===== config.mk =====
export PLATFORM = sky130hd
export DESIGN_NAME = pipeline_scoreboard
export DESIGN_NICKNAME = d
export VERILOG_FILES = /design/src/rtl/pipeline_scoreboard.sv
export SDC_FILE = /design/constraint.sdc
export NUM_CORES = 1
export LEC_CHECK = 0
export CAP_MARGIN = 20
export CORE_MARGIN = 3
export CORE_UTILIZATION = 57
export CTS_BUF_LIST = sky130_fd_sc_hd__clkbuf_4 sky130_fd_sc_hd__clkbuf_8
export CTS_CLUSTER_DIAMETER = 50
export CTS_CLUSTER_SIZE = 10
export DETAILED_ROUTE_END_ITERATION = 8
export HOLD_SLACK_MARGIN = 0.15
export PLACE_DENSITY = 0.79
export SETUP_SLACK_MARGIN = 0.4
export SYNTH_ARGS = -nofsm -noshare
export SYNTH_HDL_FRONTEND = slang
export SYNTH_SLANG_ARGS = --single-unit

===== constraint.sdc =====
create_clock -name clk -period 2.95 [get_ports clk]
set_input_delay 0.4425 -clock clk [delete_from_list [all_inputs] [get_ports clk]]
set_output_delay 0.4425 -clock clk [all_outputs]
set_load 0.01 [all_outputs]

===== src/rtl/pipeline_scoreboard.sv =====
// Scoreboard for long-latency register writers: stalls Decode on RAW/WAW against pending results.
// Optional stall-cycle counter is compiled in with SCOREBOARD_PERF_EN.
module pipeline_scoreboard #(
  parameter int NUM_REGS = 32,
  parameter int REG_AW   = 5,
  parameter int LAT_W    = 3
) (
  input  logic                clk,
  input  logic                resetn,
  input  logic                IssueValidD,
  input  logic [REG_AW-1:0]   Rs1D,
  input  logic [REG_AW-1:0]   Rs2D,
  input  logic [REG_AW-1:0]   RdD,
  input  logic                UseRs1D,
  input  logic                UseRs2D,
  input  logic [LAT_W-1:0]    IssueLatD,
  input  logic                PCSrcE,
  input  logic                CmplValid,
  input  logic [REG_AW-1:0]   CmplRd,
  output logic                StallF,
  output logic                StallD,
  output logic                FlushD,
  output logic                FlushE,
  output logic [NUM_REGS-1:0] BusyVec,
  output logic                ErrSpurious
`ifdef SCOREBOARD_PERF_EN
  ,
  output logic [31:0]         StallCycles
`endif
);

  localparam int              AW_SPAN = 1 << REG_AW;
  localparam logic [LAT_W-1:0] LAT_VAR = '1;
  localparam logic [LAT_W-1:0] LAT_ONE = LAT_W'(1);

  logic [LAT_W-1:0]   state_q [NUM_REGS];
  logic [LAT_W-1:0]   state_d [NUM_REGS];
  logic               err_q;

  // Flags over the full address space so out-of-range and x0 lookups read as zero.
  logic [AW_SPAN-1:0] busy_ext;
  logic [AW_SPAN-1:0] block_ext;
  logic [AW_SPAN-1:0] wait_ext;

  logic hazard;
  logic issue_fire;
  logic cmpl_hit;
  logic spurious;

  genvar gi;
  generate
    for (gi = 0; gi < AW_SPAN; gi++) begin : g_flag
      if (gi > 0 && gi < NUM_REGS) begin : g_live
        assign busy_ext[gi]  = (state_q[gi] != '0);
        // A countdown at 1 retires on this edge, so its consumer may issue alongside it.
        assign block_ext[gi] = (state_q[gi] != '0) && (state_q[gi] != LAT_ONE);
        assign wait_ext[gi]  = (state_q[gi] == LAT_VAR);
      end else begin : g_dead
        assign busy_ext[gi]  = 1'b0;
        assign block_ext[gi] = 1'b0;
        assign wait_ext[gi]  = 1'b0;
      end
    end
  endgenerate

  assign BusyVec = busy_ext[NUM_REGS-1:0];

  assign hazard = IssueValidD &
                  ((UseRs1D & block_ext[Rs1D]) |
                   (UseRs2D & block_ext[Rs2D]) |
                   ((RdD != '0) & block_ext[RdD]));

  assign StallF = hazard & ~PCSrcE;
  assign StallD = hazard & ~PCSrcE;
  assign FlushD = PCSrcE;
  assign FlushE = hazard | PCSrcE;

  assign issue_fire = IssueValidD & ~hazard & ~PCSrcE & (RdD != '0) & (IssueLatD != '0);
  assign cmpl_hit   = CmplValid & wait_ext[CmplRd];
  assign spurious   = CmplValid & ~wait_ext[CmplRd];

  always_comb begin
    state_d[0] = '0;
    for (int r = 1; r < NUM_REGS; r++) begin
      state_d[r] = state_q[r];
      if (state_q[r] != '0 && state_q[r] != LAT_VAR) begin
        state_d[r] = state_q[r] - LAT_ONE;
      end
      if (cmpl_hit && CmplRd == REG_AW'(r)) begin
        state_d[r] = '0;
      end
      if (issue_fire && RdD == REG_AW'(r)) begin
        state_d[r] = IssueLatD;
      end
    end
  end

  always_ff @(posedge clk or negedge resetn) begin
    if (!resetn) begin
      for (int r = 0; r < NUM_REGS; r++) begin
        state_q[r] <= '0;
      end
      err_q <= 1'b0;
    end else begin
      for (int r = 0; r < NUM_REGS; r++) begin
        state_q[r] <= state_d[r];
      end
      err_q <= err_q | spurious;
    end
  end

  assign ErrSpurious = err_q;

`ifdef SCOREBOARD_PERF_EN
  logic [31:0] stall_cnt_q;
  logic [31:0] stall_cnt_d;

  always_comb begin
    stall_cnt_d = stall_cnt_q;
    if (StallD && stall_cnt_q != 32'hFFFF_FFFF) begin
      stall_cnt_d = stall_cnt_q + 32'd1;
    end
  end

  always_ff @(posedge clk or negedge resetn) begin
    if (!resetn) begin
      stall_cnt_q <= '0;
    end else begin
      stall_cnt_q <= stall_cnt_d;
    end
  end

  assign StallCycles = stall_cnt_q;
`endif

endmodule


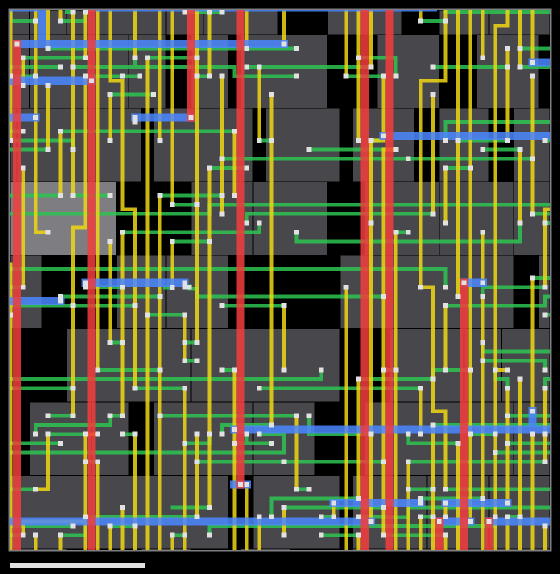
(run_1/detail.png)
Bar = 5 µm. Window x 60 to 80, y 87 to 107 µm. Cells in grey, sequential cells in the stronger grey; small squares are vias.
[green] metal 1
[blue] metal 3
[red] metal 4
[yellow] metal 2
cells with their middle in the window: 34
sequential cells in the window: 0
most frequent: buf_4 (6), nand2b_1 (4)

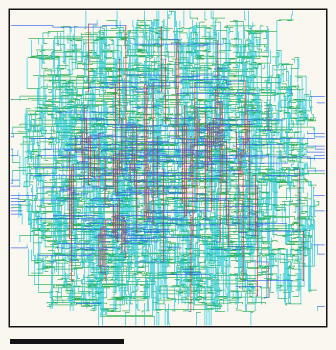
(run_1/wires.png)
Bar = 50 µm.
[cyan] metal 2 | wire length: 16,400 µm
[red] metal 4 | wire length: 2,160 µm
[blue] metal 3 | wire length: 2,900 µm
[green] metal 1 | wire length: 13,100 µm
routed wire length: 34,500 µm
overall routing resource usage: 0.329

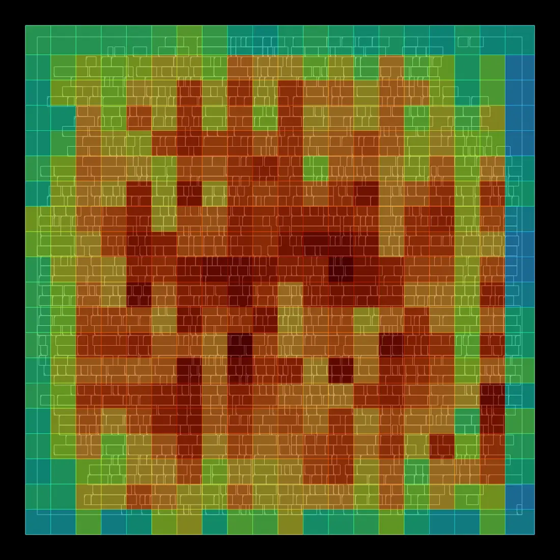
(run_1/congestion.png)
most heavily used metal layer in global routing: met2
met2 Usage GRT: 0.562

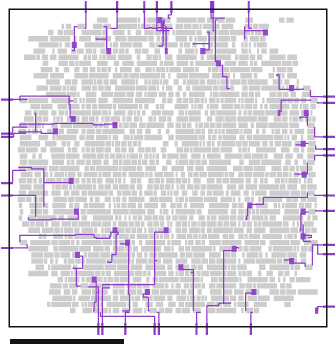
(run_1/io_fan.png)
Bar = 50 µm.
[purple] `BusyVec` | bits: 32 | direction: output | end cells: 32 | buffers: 31 | wire: 1,060 µm
port buffer count: 65
number of I/O pins: 67

==> flow_metrics.env, run 1 <==
# source this file to load flow results
export IMPL_grt_max_degree=57
export IMPL_nNonClkInverters=99
export IMPL_netlist_area_um2=10100
export IMPL_taps=225
export IMPL_most_common_layout_cells="278 x sky130_fd_sc_hd__buf_4, 104 x sky130_fd_sc_hd__ha_1, 93 x sky130_fd_sc_hd__dfrtp_1, 93 x sky130_fd_sc_hd__mux2_4"
export IMPL_timing_critical_path_from="state_q[72]"
export IMPL_wire_length_of_the_first_global_routing_pass_um=50900
export IMPL_initial_core_util=0.584
export IMPL_synthTopCellsByCount="121 x sky130_fd_sc_hd__ha_1, 99 x sky130_fd_sc_hd__inv_1, 94 x sky130_fd_sc_hd__dfrtp_1, 85 x sky130_fd_sc_hd__a21oi_1, 59 x sky130_fd_sc_hd__mux2_4"
export IMPL_unrepaired_setup_endpoints_after_global_routing="yes"
export IMPL_hold_start="ErrSpurious"
export IMPL_clock_power_share=0.069
export IMPL_antenna_violations_before_repair=0
export IMPL_period_minus_slack_ns=3.34
export IMPL_worstSetupStartpointType="flip-flop"
export IMPL_post_synth_num_cell_types=73
export IMPL_maxCapViolCount=0
export IMPL_power_sequential_fraction=0.168
export IMPL_ff2ff_setup_slack_ns=-0.29
export IMPL_worst_hold_check_path_type="flip-flop to flip-flop"
export IMPL_finish_cell_count_without_fillers=1616
export IMPL_cts_buffer_depth=2
export IMPL_number_of_cells_on_the_worst_reg_to_reg_path=17
export IMPL_outcome="complete, but fails checks"
export IMPL_yosysChipArea_um2=10100
export IMPL_layout_drive_gt1_share=0.383
export IMPL_finalHoldViolations=0
export IMPL_critPathTopFamily="AND-OR/OR-AND gates"
export IMPL_timing_critical_path_slowest_cell_delay_ns=0.43
export IMPL_chip_area_um2=19400
export IMPL_dieHeight_um=139
export IMPL_clock_buffer_count=13
export IMPL_n_antenna_cell=0
export IMPL_mapped_cells=1077
export IMPL_largest_reg_flops=93
export IMPL_r2r_start="state_q[55]"
export IMPL_cts_hold_fix_buffers=1
export IMPL_first_pass_iters=6
export IMPL_synthFlopType="sky130_fd_sc_hd__dfrtp_1"
export IMPL_top_area_contributor_share=0.233
export IMPL_regMostFlops="state_q"
export IMPL_cp_cell_sequence="inv_1 > ha_1 > o21ba_2 > a31oi_2 > a311oi_2 > a2111oi_4 > o31ai_4 > and2_4 > buf_6 > buf_6 > a21oi_4 > buf_2"
export IMPL_top_power_group="combinational cells"
export IMPL_rr_endpoint="state_q[4]"
export IMPL_coreArea_um2=17300
export IMPL_fin_ws_ns=-0.393
export IMPL_drcViolationCount=0
export IMPL_power_combinational_uw=11700
export IMPL_post_synth_main_area_contributors="sky130_fd_sc_hd__dfrtp_1 23%, sky130_fd_sc_hd__ha_1 15%, sky130_fd_sc_hd__mux2_4 8.8%"
export IMPL_cts_root_buffer_cell="sky130_fd_sc_hd__clkbuf_8"
export IMPL_final_worst_path_cycle_share=1.13
export IMPL_cellInternalPower_uw=9150
export IMPL_worstSetupPathType="flip-flop to output port"
export IMPL_failing_checks="setup timing"
export IMPL_cp_data_required_time_ns=2.51
export IMPL_critPathSlowestCell="sky130_fd_sc_hd__a2111oi_4"
export IMPL_residual_antenna_violating_net_count_after_detailed_routing=0
export IMPL_hold_depth=1
export IMPL_max_slew_margin=0.531
export IMPL_vdd_ir_drop_max_uv=566
export IMPL_comb_area_share=0.545
export IMPL_report_final_setup_viol=96
export IMPL_tritoncts_clock_tree="yes"
export IMPL_num_rows=48
export IMPL_fill_count=1053
export IMPL_critical_path_arrival_ns=2.90
export IMPL_cts_buffers=9
export IMPL_path_max_fanout=3
export IMPL_die_width_um=139
export IMPL_async_reset_ff_frac=1.00
export IMPL_path_buffers=4
export IMPL_combinationalPowerShare=0.763
export IMPL_power_density_nw_per_um2=1100
export IMPL_clk_lat_worst_skew_ns=0.40
export IMPL_flow_area_growth_from_synthesis_pct=37.2
export IMPL_maxClockFrequency_mhz=299
export IMPL_finalNetCount=1537
export IMPL_worst_pin_slew_ns=0.704
export IMPL_static_leakage_power_uw=0.00647
export IMPL_mi_logic_area_um2=7550
export IMPL_layout_cells_most_common="sky130_fd_sc_hd__buf_4"
export IMPL_dominant_cell_class="combinational gates"
export IMPL_power_switching_share=0.402
export IMPL_buffers=361
export IMPL_hold_path_end="ErrSpurious"
export IMPL_routed_via_count=10000
export IMPL_ys_warn_count=0
export IMPL_worst_hold_slack_ns=0.512
export IMPL_multiInputCombCellCount=821
export IMPL_edf_count=0
export IMPL_finalMaxSlewViolations=0
export IMPL_post_cts_setup_buffer_count=17
export IMPL_postSynthSeqShare=0.233
export IMPL_synth_area_per_cell_um2=9.38
export IMPL_cts_resized_gates=61
export IMPL_post_drt_wl_per_cell_um=21.4
export IMPL_htree_levels=3
export IMPL_floorplan_nets=1228
export IMPL_flops=94
export IMPL_seq_power_uw=2580
export IMPL_setup_worst_path_end="StallD"
export IMPL_area_sequential_um2=2350
export IMPL_number_of_global_route_vias_before_repair=9865
export IMPL_critPathMostFrequentCell="sky130_fd_sc_hd__buf_6"
export IMPL_yosysCellCount=1077
export IMPL_worst_clock_skew_ns=0.0153
==> run 1: per-stage QoR <==
stage | instance area [µm²] | util | setup TNS, ns
floorplan | 10200 | - | 0
global placement | 12900 | 0.744 | -42.72
detailed placement | 12900 | 0.744 | -46.75
CTS | 13500 | 0.780 | -23.73
global route | 13900 | 0.801 | -33.98
finish | 13900 | 0.801 | -23.12
==> run 1: cell families after synthesis <==
kind of cell | share of synthesized area
compound gates | 0.189
simple gates | 0.169
buf+inv | 0.0702
fa+ha+maj | 0.150
mux | 0.160
flops | 0.233
xor+xnor | 0.0286
other cells | 0.000371
==> run 1: per-layer routing <==
layer  global-route usage  up-vias  share of wire
li1                     -     4447              -
met5                    0        -              0
met3               0.0683      194          0.084
met4                0.170        0          0.063
met2                0.562      589           0.48
met1                0.391     4798           0.38
==> run 1 -> run 2 <==
CORE_UTILIZATION = 30   (was 57)
PLACE_DENSITY = 0.47   (was 0.79)
RECOVER_POWER = 50   (was not set)
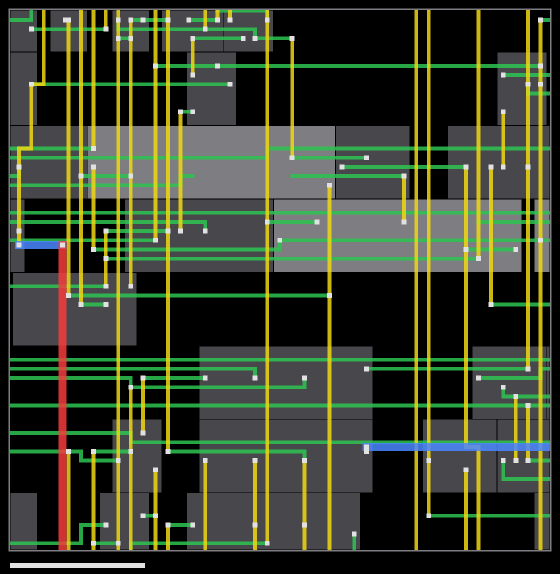
(run_2/detail.png)
Bar = 5 µm. Window x 85 to 105, y 123 to 143 µm. Cells in grey, sequential cells in the stronger grey; small squares are vias.
[yellow] metal 2
[red] metal 4
[blue] metal 3
[green] metal 1
netlist names of flops here include: `state_q` (2)
cells with their middle in the window: 21
sequential cells in the window: 2

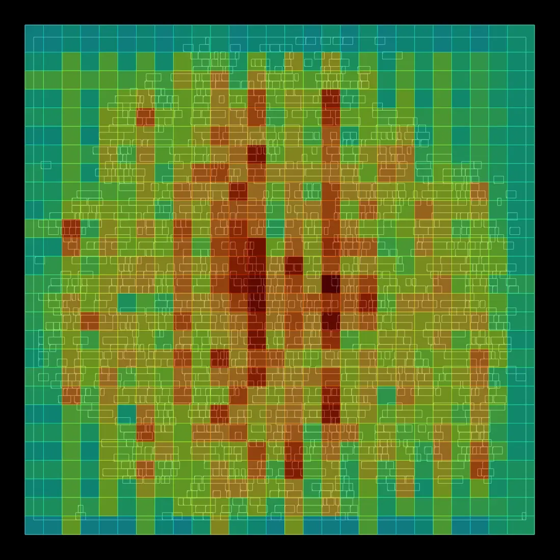
(run_2/congestion.png)
met3 track demand over resource in global routing: 0.0198
post-layout utilization of the core: 0.442
met1 usage in global routing: 0.251
average routed wire per standard cell: 17.8 µm

==> run 2 against run 1 <==
  * The run still ends with setup timing left
  * Non-clock buffer count up 35
  * Via count down 8.7%
  * Clock power up about 10%
  * Maximum frequency up 2.1%
  * Sequential share of layout area down 0.76 points
  * Final cell count up 16%
  * Design area up 4.8%
  * Critical path type unchanged
==> flow_metrics.env, run 2 <==
# source this file to load flow results
export IMPL_routedLengthMet1_um=15800
export IMPL_worstSetupPathType="flip-flop to output port"
export IMPL_cts_buffer_depth=2
export IMPL_floorplan_nets=1228
export IMPL_yosysChipArea_um2=10100
export IMPL_finalNetCount=1572
export IMPL_number_of_cells_on_the_worst_reg_to_reg_path=18
export IMPL_power_switching_share=0.375
export IMPL_htree_levels=3
export IMPL_cts_resized_gates=70
export IMPL_topRoutingLayerUsed="met4"
export IMPL_static_leakage_power_uw=0.00667
export IMPL_number_of_global_route_vias_before_repair=9157
export IMPL_wl_met2_um=15600
export IMPL_final_cell_area_um2=14500
export IMPL_power_density_nw_per_um2=1040
export IMPL_postSynthSeqShare=0.233
export IMPL_cellInternalPower_uw=9490
export IMPL_synthTopCellsByCount="121 x sky130_fd_sc_hd__ha_1, 99 x sky130_fd_sc_hd__inv_1, 94 x sky130_fd_sc_hd__dfrtp_1, 85 x sky130_fd_sc_hd__a21oi_1, 59 x sky130_fd_sc_hd__mux2_4"
export IMPL_failing_checks="setup timing"
export IMPL_regMostFlops="state_q"
export IMPL_io_pins=67
export IMPL_tritoncts_clock_tree="yes"
export IMPL_netlist_area_um2=10100
export IMPL_synth_cellmix_compoundShare=0.189
export IMPL_grt_max_degree=44
export IMPL_cts_root_buffer_cell="sky130_fd_sc_hd__clkbuf_8"
export IMPL_most_common_layout_cells="291 x sky130_fd_sc_hd__buf_4, 103 x sky130_fd_sc_hd__ha_1, 90 x sky130_fd_sc_hd__dfrtp_1, 89 x sky130_fd_sc_hd__mux2_4"
export IMPL_clock_power_share=0.077
export IMPL_worstSetupStartpointType="flip-flop"
export IMPL_final_worst_path_cycle_share=1.11
export IMPL_yosysCellCount=1077
export IMPL_flow_area_growth_from_synthesis_pct=43.9
export IMPL_power_combinational_uw=11500
export IMPL_timing_critical_path_from="state_q[66]"
export IMPL_layout_cells_most_common="sky130_fd_sc_hd__buf_4"
export IMPL_critPathTopFamily="AND-OR/OR-AND gates"
export IMPL_routed_via_count=9160
export IMPL_post_cts_setup_buffer_count=23
export IMPL_post_synth_num_cell_types=73
export IMPL_area_sequential_um2=2360
export IMPL_top_power_group="combinational cells"
export IMPL_fin_ws_ns=-0.324
export IMPL_overall_routing_resource_usage=0.184
export IMPL_gr_usage_met2=0.308
export IMPL_dpl_instance_area_um2=13400
export IMPL_antenna_violations_before_repair=0
export IMPL_critPathMostFrequentCell="sky130_fd_sc_hd__buf_6"
export IMPL_finalMaxSlewViolations=0
export IMPL_edf_count=0
export IMPL_prevailing_logic_family_in_the_synthesized_netlist="AND-OR/OR-AND gates"
export IMPL_simple_gate_share=0.169
export IMPL_wl_um=33200
export IMPL_critPathSlowestCell="sky130_fd_sc_hd__dfrtp_2"
export IMPL_worst_pin_slew_ns=1.23
export IMPL_post_synth_main_area_contributors="sky130_fd_sc_hd__dfrtp_1 23%, sky130_fd_sc_hd__ha_1 15%, sky130_fd_sc_hd__mux2_4 8.8%"
export IMPL_maxClockFrequency_mhz=305
export IMPL_yosys_mux_area_fraction=0.160
export IMPL_ff2ff_setup_slack_ns=-0.26
export IMPL_portBuffers=65
export IMPL_fill_count=3237
export IMPL_path_max_fanout=3
export IMPL_layout_drive_gt1_share=0.400
export IMPL_dieHeight_um=189
export IMPL_drcViolationCount=0
export IMPL_setup_worst_path_end="FlushE"
export IMPL_coreArea_um2=32900
export IMPL_chip_area_um2=35900
export IMPL_met3WireLength_um=1120
export IMPL_top_area_contributor_share=0.233
export IMPL_period_minus_slack_ns=3.27
export IMPL_outcome="complete, but fails checks"
export IMPL_cts_hold_fix_buffers=1
export IMPL_cp_data_required_time_ns=2.51
export IMPL_report_final_setup_viol=96
export IMPL_die_width_um=189
export IMPL_num_rows=66
export IMPL_synthFlopType="sky130_fd_sc_hd__dfrtp_1"
export IMPL_combinationalPowerShare=0.757
[run 2: cell counts after synthesis]
No cell type changed its count.
[run 2: area by class of cell]
cell class | instances | share of cell area
Multi-Input combinational cell | 821 | 0.517
Timing Repair Buffer | 396 | 0.239
Sequential cell | 94 | 0.162
Tap cell | 442 | 0.0381
Inverter | 99 | 0.0256
Clock buffer | 10 | 0.00947
Clock inverter | 4 | 0.00827
Antenna cell | 1 | 0.000172
[run 2: worst min path at each step]
stage | start | to | slack [ns] | cells past startpoint
floorplan | resetn | ErrSpurious | 0.15 | 0
global placement | ErrSpurious | ErrSpurious | 0.47 | 1
detailed placement | ErrSpurious | ErrSpurious | 0.47 | 1
CTS | ErrSpurious | ErrSpurious | 0.50 | 1
global route | ErrSpurious | ErrSpurious | 0.54 | 1
finish | ErrSpurious | ErrSpurious | 0.49 | 1
No activity file was given, so power comes from the tool's default toggle rates.
